Fig. 1: clock wires, drivers and flops
Drawn at 2 px/um.
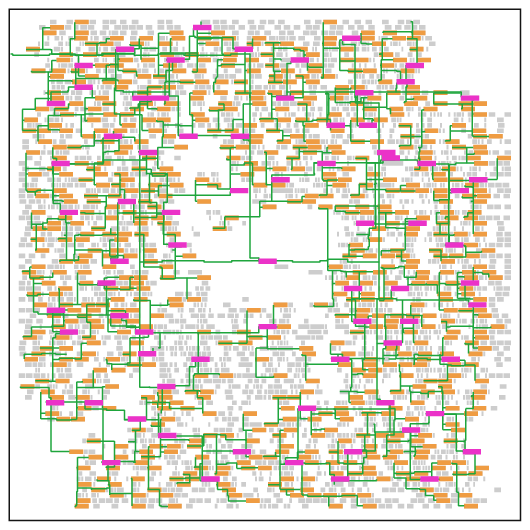
Fig. 2: track usage over the die
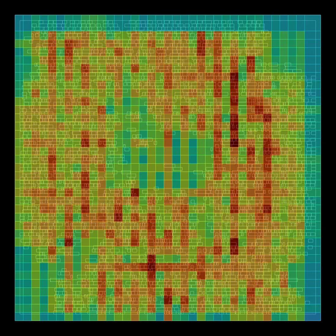
## src/rtl/lda_coef_loader.sv

```systemverilog
// Framed, checksummed coefficient loader for the LDA classifier.
// Words fill a shadow bank; a good checksum commits it atomically to the active bank.
module lda_coef_loader #(
   parameter int unsigned     DIMS    = 6,
   parameter int unsigned     CLASSES = 3,
   parameter int unsigned     WIDTH   = 16,
   parameter logic [WIDTH-1:0] HEADER = 16'hA5C3
) (
   input  logic             clk_i,
   input  logic             rstn_i,
   input  logic [WIDTH-1:0] in_data_i,
   input  logic             in_valid_i,
   output logic             in_ready_o,
   input  logic             abort_i,
   output logic [WIDTH-1:0] w_o [DIMS][CLASSES],
   output logic [WIDTH-1:0] c_o [CLASSES],
   output logic             coef_valid_o,
   output logic             frame_ok_o,
   output logic             frame_err_o
);

   localparam int unsigned RW = (DIMS > 1) ? $clog2(DIMS) : 1;
   localparam int unsigned CW = (CLASSES > 1) ? $clog2(CLASSES) : 1;

   typedef enum logic [2:0] {StIdle, StLoadW, StLoadC, StCheck, StCommit} state_t;

   state_t           r_state;
   logic [RW-1:0]    r_row;
   logic [CW-1:0]    r_col;
   logic [CW-1:0]    r_cidx;
   logic [WIDTH-1:0] r_sum;
   logic [WIDTH-1:0] r_sw [DIMS][CLASSES];
   logic [WIDTH-1:0] r_sc [CLASSES];
   logic [WIDTH-1:0] r_w  [DIMS][CLASSES];
   logic [WIDTH-1:0] r_c  [CLASSES];
   logic             r_cv;
   logic             r_ok;
   logic             r_err;
   logic             w_acc;

   // Ready is combinational on reset so nothing is accepted while rstn_i is low.
   assign in_ready_o   = rstn_i && (r_state != StCommit);
   assign w_acc        = in_valid_i && in_ready_o;
   assign w_o          = r_w;
   assign c_o          = r_c;
   assign coef_valid_o = r_cv;
   assign frame_ok_o   = r_ok;
   assign frame_err_o  = r_err;

   always_ff @(posedge clk_i) begin
      if (!rstn_i) begin
         r_state <= StIdle;
         r_row   <= '0;
         r_col   <= '0;
         r_cidx  <= '0;
         r_sum   <= '0;
         r_cv    <= 1'b0;
         r_ok    <= 1'b0;
         r_err   <= 1'b0;
         for (int d = 0; d < DIMS; d++) begin
            for (int k = 0; k < CLASSES; k++) begin
               r_sw[d][k] <= '0;
               r_w[d][k]  <= '0;
            end
         end
         for (int k = 0; k < CLASSES; k++) begin
            r_sc[k] <= '0;
            r_c[k]  <= '0;
         end
      end else begin
         r_ok  <= 1'b0;
         r_err <= 1'b0;
         if (abort_i) begin
            // Abort wins over any accept and suppresses a pending commit.
            r_state <= StIdle;
            r_row   <= '0;
            r_col   <= '0;
            r_cidx  <= '0;
            r_sum   <= '0;
         end else begin
            unique case (r_state)
               StIdle: begin
                  if (w_acc && (in_data_i == HEADER)) begin
                     r_state <= StLoadW;
                     r_row   <= '0;
                     r_col   <= '0;
                     r_cidx  <= '0;
                     r_sum   <= '0;
                  end
               end
               StLoadW: begin
                  if (w_acc) begin
                     r_sw[r_row][r_col] <= in_data_i;
                     r_sum              <= r_sum + in_data_i;
                     if (r_col == CW'(CLASSES - 1)) begin
                        r_col <= '0;
                        if (r_row == RW'(DIMS - 1)) begin
                           r_row   <= '0;
                           r_cidx  <= '0;
                           r_state <= StLoadC;
                        end else begin
                           r_row <= r_row + RW'(1);
                        end
                     end else begin
                        r_col <= r_col + CW'(1);
                     end
                  end
               end
               StLoadC: begin
                  if (w_acc) begin
                     r_sc[r_cidx] <= in_data_i;
                     r_sum        <= r_sum + in_data_i;
                     if (r_cidx == CW'(CLASSES - 1)) begin
                        r_cidx  <= '0;
                        r_state <= StCheck;
                     end else begin
                        r_cidx <= r_cidx + CW'(1);
                     end
                  end
               end
               StCheck: begin
                  if (w_acc) begin
                     if (in_data_i == r_sum) begin
                        r_state <= StCommit;
                     end else begin
                        r_state <= StIdle;
                        r_err   <= 1'b1;
                     end
                  end
               end
               StCommit: begin
                  r_w     <= r_sw;
                  r_c     <= r_sc;
                  r_cv    <= 1'b1;
                  r_ok    <= 1'b1;
                  r_state <= StIdle;
               end
               default: r_state <= StIdle;
            endcase
         end
      end
   end

endmodule

```

## config.mk

```make
export PLATFORM = sky130hd
export DESIGN_NAME = lda_coef_loader
export DESIGN_NICKNAME = d
export VERILOG_FILES = /design/src/rtl/lda_coef_loader.sv
export SDC_FILE = /design/constraint.sdc
export NUM_CORES = 1
export LEC_CHECK = 0
export ABC_CLOCK_PERIOD_IN_PS = 5000
export CAP_MARGIN = 10
export CORE_MARGIN = 4
export CORE_UTILIZATION = 45
export DETAILED_ROUTE_END_ITERATION = 8
export PLACE_DENSITY = 0.69
export SLEW_MARGIN = 20
export SYNTH_ARGS = -nofsm -noshare
export SYNTH_HDL_FRONTEND = slang
export SYNTH_SLANG_ARGS = --single-unit
```

## constraint.sdc

```tcl
create_clock -name clk_i -period 5 [get_ports clk_i]
set_input_delay 1 -clock clk_i [delete_from_list [all_inputs] [get_ports clk_i]]
set_output_delay 1 -clock clk_i [all_outputs]
set_load 0.01 [all_outputs]
```

==> metrics.cfg <==
[outcome]
run_status = finished clean

[synthesis]
edf_count = 0
xor_share_pct = 0.383
ys.warnings.count = 0
avgSynthCellArea_sq_um = 9.06
syn_inst = 3027
ys_sh_mux_pct = 7.19
ys_sh_adder_pct = 0.757
synth_area_sq_um = 27400
numSynthFlops = 701
synthesis.nets = 3063
ys_sh_simple_pct = 21.4
synthAoiAreaFrac_pct = 15.0
top_logic_kind = simple AND/OR/NAND/NOR gates
yosys.stat.seqShare_pct = 51.2
synth_cell_types = 74
top_cells_by_area = dfxtp_1 (51%), a21boi_0 (13%), nand2_1 (12%)
ys_area_sq_um = 27400

[floorplan]
ios = 360
chipArea_sq_um = 65000
initCoreUtil_pct = 45.4
dieWidth_um = 255
rows = 90
core_area_sq_um = 60400
die_h_um = 255

[timing]
rsz0062_at_grt = no
finalSetupViolations = 0
slew_headroom_pct = 28.2
tns_ns = 0
min_period_ns = 3.50
fin_worst_skew_ns = 0.0159
finalHoldViolations = 0
worst_pin_slew_ns = 1.08
period_used_pct = 70.0
fmax_mhz = 286

[setup_path]
path_class = flip-flop to primary output
cp.arrival_ns = 2.50
critPathRequiredTime_ns = 4.00
crit_fanout = 19

[pwr]
leakagePower_uw = 0.0114
p_per_area_nw_per_um2 = 337
design_power_total_uw = 11300

[final_layout]
layout-drive-gt1-share_pct = 6.02
lay_top_count = nand2_1
area_delta_synth_final_pct = 22.4
num_antenna_cells = 0

[job]
maxCapViolations = 0
warnings = 40

[clock_network]
path_clk_slew_ns = 0.06
numCtsBuffers = 74
cts_tree = done
post-cts-setup-buffers = 0
h-tree-depth = 3
insertion_delay_ns = 0.60
cts_hold_buf = 0
cts_resized = 0
numClockSinks = 701
clock-root-buffer = clkbuf_16

[place]
gp_congestion = 0.819
dp_cells = 3956
hpwlAfterDp_um = 48900
port_buffers = 359

[min_path]
hold_path_class = flip-flop to flip-flop

[global_route]
overflow = 0
grt_max_degree = 210
grt_pass1_wl_um = 120000
antenna_found_initial = 0

[detailed_routing]
routedWlPerCell_um = 19.3
num_vias = 21500
postRouteAntennaNets = 0
via_per_inst = 5.27
drc_errors = 0

About Fig. 1:
[green] clock wires | length: 8310 um
[orange] flip-flops | count: 701
[magenta] cells driving clock nets | count: 74
flops lie: all over the die

About Fig. 2:
Global Route met3 Usage: 4.71%
met2 GRT Util: 39.0%
gr usage total: 23.5%
fin util: 55.6%
Most Crowded Layer GR: met2

## critical path, cell delays in order, from the launching register on
cell and delay, ns:
dfxtp_1 0.75, or3b_4 0.32, and2_1 0.15, clkdlybuf4s50_1 0.67
## registers in the layout, indices dropped and copies added (netlist names)
name	flops
c_o	48
frame_err_o	1
r_col	2
coef_valid_o	1
r_state	3
r_sc	48
w_o	288
r_sum	16
frame_ok_o	1
r_row	3
r_cidx	2
r_sw	288
## metrics by stage
step                      hold slack (ns)  setup WS (ns)  cell area [sq um]  utilization [%]
after floorplan                     0.429           2.07              27400                -
after global placement              0.439           1.20              31200             51.6
after detailed placement            0.447           1.10              31200             51.6
after CTS                           0.455           1.48              33600             55.6
after global routing                0.475           1.37              33600             55.6
final                               0.452           1.50              33600             55.6
## Yosys cell counts, types with 7 or more instances
cell type    n
a21boi_0   457
a21boi_1    25
a21oi_1     21
and2_1       7
buf_2       59
buf_4       15
clkbuf_1   158
dfxtp_1    701
ha_1        15
mux2i_1    196
nand2_1    892
nand3_1    105
nor2_1      29
nor2b_1    197
o21ai_0     15
xnor2_1      7
## metal layers
| layer | wire [um] | share of wire (%) | track usage [%] | up-vias |
|---|---|---|---|---|
| li1 | - | - | - | 10400 |
| met3 | 5140 | 6.5 | 4.71 | 139 |
| met2 | 37400 | 47 | 39.0 | 619 |
| met5 | 0 | 0 | 0 | - |
| met4 | 2010 | 2.5 | 7.26 | 0 |
| met1 | 34500 | 44 | 31.1 | 10400 |
## cell families after synthesis
logic type | count (synthesis)
DFF | 701
xor gates and xnor gates | 12
and+or+nand+nor | 1298
buffers and inverters | 248
adders and majority gates | 16
AOI/OAI and AO/OA | 555
muxes | 197
## power by group
group	switching [uW]	internal [uW]
registers	0.0644	5580
logic	201	104
clock network	2250	3160
## final cells by class
type                       count  area, sq um
clock buffer                 110         2200
clock inverter                23          209
timing repair buffer         391         3840
fill                        5258        26800
tap                          782          978
multi-input combinational   2078        12300
inverter                       4         15.0
sequential                   701        14000
## final timing paths
check | startpoint | end | slack, ns | cells after the start
max | r_state[0] | in_ready_o | 1.50 | 3
min | r_sw[156] | w_o[156] | 0.45 | 2
max reg2reg | r_state[0] | r_sw[85] | 1.73 | 6
min reg2reg | r_sw[156] | w_o[156] | 0.45 | 2
No activity file was given, so power comes from the tool's default toggle rates.
